### Where the registers sit, run 1

Other sequential cells in the stronger grey, the rest of the logic in the fainter grey.
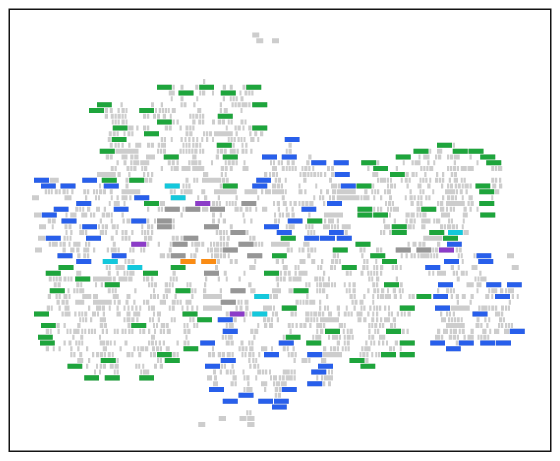
### Met2 routing, run 1

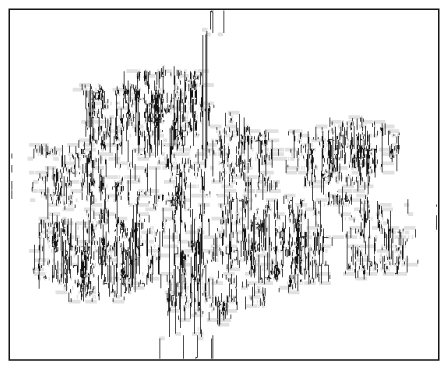
### The metal 3 layer, run 1

The bar under the picture is 100 µm long.
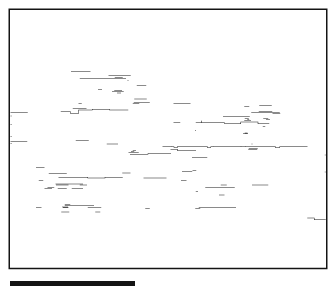
Design key_event_ctrl, sky130hd; sources not shown.
==> reports/metrics.cfg, run 1 <==
[logic_synthesis]
synth.distinct_cells = 43
ys_seq_share_pct = 36.24
synth-xor-area-share_pct = 4.611
synthFlopType = dfxtp_1
fp_nets = 1689
fa_ha_area_share_pct = 2.080
ys_sh_simple_pct = 36.96
top_cell = nand2_1
yosys-stat-area_mm2 = 0.01083
edf_count = 0

[setup_path]
critical_path_buf_inv_count = 0
critPathMaxFanout = 19
slowest_stage = dfxtp_1
start_kind = flip-flop

[final_timing]
final_max_slew_viol_count = 0
hold_viol_final = 0
grt_setup_unrepaired = false
fin_crit_ns = 2.295

[global_routing]
antenna_found_initial = 0
grt_max_degree = 21
grt_first_pass_wirelength_um = 46350
grt_overflow_total = 0

[placement]
place_inst = 2215
dp_hpwl_um = 20230

[floorplanning]
num_rows = 68
die_x_um = 252.7
core_area_mm2 = 0.04297
io_pins = 17
dieHeight_um = 206.1

[layout]
antenna_cells = 0
clockBufferCount = 20
flop_area_mm2 = 0.003924
multi_input_comb_cells = 1212
nNetsFinal = 1700
dominant_cells = logic gates
logic_area_mm2 = 0.005877
fin_cells = 2244
sh_comb_area_pct = 48.42

[detailed_routing]
drtPass1Iterations = 6
drc_errors = 0
wire_per_inst_um = 12.08

[clock_tree]
cts_inserted_buffers = 17
cts_hold_buf = 0
path_clk_slew_ns = 0.07
cts_sinks = 196
root_buffer = clkbuf_16
ctsHtreeMaxLevel = 4

[run]
warning_count = 33
maxCapViolCount = 0

[pwr]
power_leakage_nw = 5.101
power_density_mw_per_mm2 = 422.3

[outcome]
status = finished, final reports clean

[hold_path]
worstHoldPathType = flip-flop to flip-flop

Back to the opening pictures, 'Where the registers sit':
[orange] `evt_key` | sequential cells: 2
[green] `timer_r` | sequential cells: 92
[cyan] `state_r` | sequential cells: 7
[blue] `g_key.u_debounce.cnt_r` | sequential cells: 72
[purple] `g_key.u_debounce.key_level` | sequential cells: 4
not coloured: 19
flop share of the area: 32.33%
Seq group: 2.65 mW

Back to the opening pictures, 'Met2 routing':
wire length on this layer: 11200 µm
longest straight run: 75.1 µm
vias: 10098
met2 usage: 15.94%
Post-Route WL: 27120 µm

Back to the opening pictures, 'The metal 3 layer':
longest straight run: 36.8 µm
main direction: horizontal
wire length on this layer: 981 µm
nets with wire on the layer: 73
share of all routed wire: 3.6%
M3 GR Usage: 1.973%

==> run 1: power breakdown <==
group          internal [mW]  switching, mW  total (mW)
Clock                   1.34           1.05        2.39
Combinational         0.0217         0.0560      0.0777
Sequential              2.65        0.00322        2.65
Total                   4.01           1.11        5.13
==> run 1: per-stage QoR <==
step                      area, µm²  hold WS [ns]  worst slack [ns]  utilization, %
after global routing          12140        0.2337            0.3880           28.25
after detailed placement      11560        0.1975            0.4911           26.90
after CTS                     12140        0.2172            0.6090           28.25
after floorplan               10830        0.1905             1.126               -
final                         12140        0.2155            0.6548           28.25
after global placement        11560        0.1947            0.4238           26.90
==> run 1: placed cells by master, fill, tap and decap left out, drive strengths merged <==
| cell type | count |
|---|---|
| a31o | 1 |
| nand3b | 5 |
| nand4 | 44 |
| a211oi | 3 |
| a21oi | 122 |
| xor2 | 43 |
| nor2b | 1 |
| nor4 | 6 |
| nor3b | 4 |
| clkbuf | 20 |
| nor2 | 294 |
| a41oi | 1 |
| o21ai | 60 |
| a31oi | 10 |
| nor3 | 46 |
| o21a | 5 |
| clkinv | 4 |
| o21bai | 5 |
| ha | 18 |
| nand3 | 145 |
| clkinvlp | 3 |
| inv | 222 |
| buf | 8 |
| clkdlybuf4s50 | 16 |
| or2 | 7 |
| bufinv | 3 |
| xnor2 | 14 |
| o32ai | 1 |
| dfxtp | 196 |
| o211ai | 4 |
| nand2 | 373 |
==> run 1: metal layers <==
| layer | track usage (%) | share of wire [%] | vias up | routed length [µm] |
|---|---|---|---|---|
| met3 | 1.973 | 3.6 | 13 | 980 |
| li1 | - | - | 5366 | - |
| met5 | 0 | 0 | - | 0 |
| met1 | 15.48 | 54 | 4548 | 14670 |
| met2 | 15.94 | 41 | 171 | 11230 |
| met4 | 2.938 | 0.88 | 0 | 238 |
### Routing congestion map, run 1

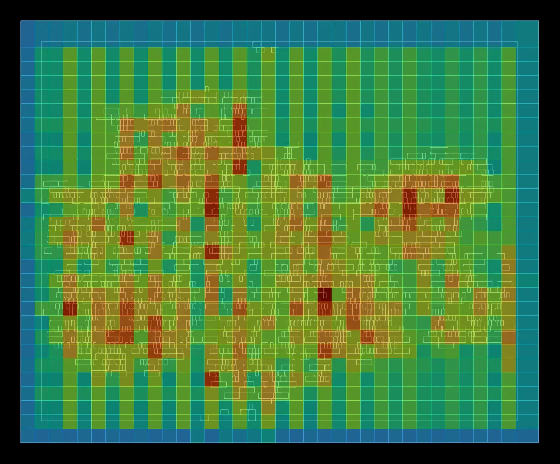

==> inputs of run 2 (changes only) <==
Settings changed: PLACE_DENSITY 0.49 to 0.5.
Clock period 2.95 ns to 1.9 ns, I/O delays scaled along.
### Routing congestion map, run 2

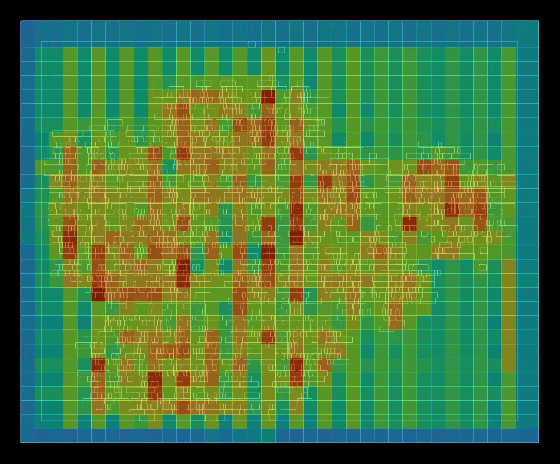
met2 usage: 17.44%
wire per inst: 12.36 µm
GRT Overall Usage: 11.72%
M3 GR Usage: 2.639%
met1 GRT Util: 16.77%

==> run 2 against run 1 <==
Against the previous run:
- sequential share of layout area down 5.6 points
- sequential power up 55%
- die area unchanged
- maximum frequency up 21%
- combinational power rose to 2.6 times the previous value
- the run now ends with negative setup slack left
- hold slack worse by 0.12 ns
- utilization up 6.2 points
- global-route usage up 1.0 points
==> reports/metrics.cfg, run 2 <==
[pwr]
clockPowerShare_pct = 46.0  ; was 46.7%
p_int_mw = 6.143  ; was 4.014 mW
power_switching_share_pct = 23.25  ; was 21.69%
power_density_mw_per_mm2 = 541.0  ; was 422.3 mW/mm²
p_sw_mw = 1.861  ; was 1.112 mW
seq_power_share_pct = 51.5  ; was 51.8%

[final_timing]
setup-violations-final = 1  ; was 0
hold_viol_final = 0  ; unchanged
fin_ws_ns = -0.00003286  ; was 0.6548 ns
fin_crit_ns = 1.900  ; was 2.295 ns
fin_hold_ws_ns = 0.09698  ; was 0.2155 ns
grt_setup_unrepaired = true  ; was false
final_max_slew_viol_count = 0  ; unchanged

[clock_tree]
path_clk_slew_ns = 0.08  ; was 0.07 ns
ctsHtreeMaxLevel = 4  ; unchanged

[layout]
fin_cells = 2464  ; was 2244
final_cell_mix = 326 x nand2_1, 235 x nor2_1, 199 x inv_1, 196 x buf_4, 176 x dfxtp_1  ; was 364 x nand2_1, 282 x nor2_1, 215 x inv_1, 196 x dfxtp_1, 141 x nand3_1
antenna_cells = 0  ; unchanged
final_util_pct = 34.43  ; was 28.25%
lay_top_count = nand2_1  ; unchanged
design_area_mm2 = 0.01479  ; was 0.01214 mm²

[setup_path]
slowest_stage = dfxtp_2  ; was dfxtp_1
start_kind = flip-flop  ; unchanged

[hold_path]
worstHoldPathType = input port to flip-flop  ; was flip-flop to flip-flop

[global_routing]
grt_overflow_total = 0  ; unchanged
grt_max_degree = 21  ; unchanged

[detailed_routing]
vias = 11055  ; was 10098
drc_errors = 0  ; unchanged
wirelength_um = 30460  ; was 27120 µm
drtPass1Iterations = 8  ; was 6

[logic_synthesis]
ys_seq_share_pct = 36.24  ; unchanged
synth.distinct_cells = 43  ; unchanged
synthFlopType = dfxtp_1  ; unchanged

[outcome]
status = finished with violations  ; was finished, final reports clean
failed_checks = negative setup slack

[floorplanning]
dieHeight_um = 206.1  ; unchanged
die_x_um = 252.7  ; unchanged

[placement]
dp_hpwl_um = 22810  ; was 20230 µm

## run 2: worst min-delay path, stage by stage
cell,delay [ns]
clkdlybuf4s50_1,0.42
nand2_1,0.07
inv_1,0.03
## run 2: cells by family (layout without fill, tap and decap cells)
| logic type | Yosys count | count (layout) | share of synthesized area (%) |
|---|---|---|---|
| flops | 196 | 196 | 36.24 |
| buf+inv | 255 | 495 | 9.476 |
| xor+xnor | 57 | 57 | 4.611 |
| simple gates | 925 | 925 | 36.96 |
| compound gates | 212 | 213 | 10.63 |
| fa+ha+maj | 18 | 18 | 2.080 |
## run 2: area by class of cell
class | instances | area [µm²] | area share [%]
Clock buffer | 20 | 466.7 | 3.155
Sequential cell | 196 | 3949 | 26.69
Timing Repair Buffer | 240 | 2085 | 14.09
Multi-Input combinational cell | 1213 | 6616 | 44.72
Clock inverter | 12 | 118.9 | 0.8035
Inverter | 223 | 858.3 | 5.802
Tap cell | 560 | 700.7 | 4.736
## run 2: repair_timing
| item | CTS | global route |
|---|---|---|
| endpoints found under the hold margin | 0 | 0 |
| gates cloned | 1 | 3 |
| pin swaps | 15 | 72 |
| setup buffers | 16 | 21 |
| hold buffers | 0 | 0 |
| resized | 56 | 211 |
| endpoints found under the setup margin | 65 | 141 |
## run 2: power groups by stage
| stage | Sequential (mW) | Combinational (mW) | Clock [mW] |
|---|---|---|---|
| floorplan | 4.21 | 0.0744 | 0 |
| global placement | 4.21 | 0.170 | 0 |
| detailed placement | 4.22 | 0.170 | 0 |
| CTS | 4.12 | 0.175 | 3.84 |
| global route | 4.12 | 0.218 | 4.02 |
| finish | 4.12 | 0.200 | 3.68 |
## run 2: metal layers
layer  track usage, %  routed length, µm  vias up
met5                0                  0        -
met2            17.44              12900      132
met1            16.77              16290     5082
met3            2.639               1017       18
met4            2.744                259        0
li1                 -                  -     5823
No activity file was given, so power comes from the tool's default toggle rates.
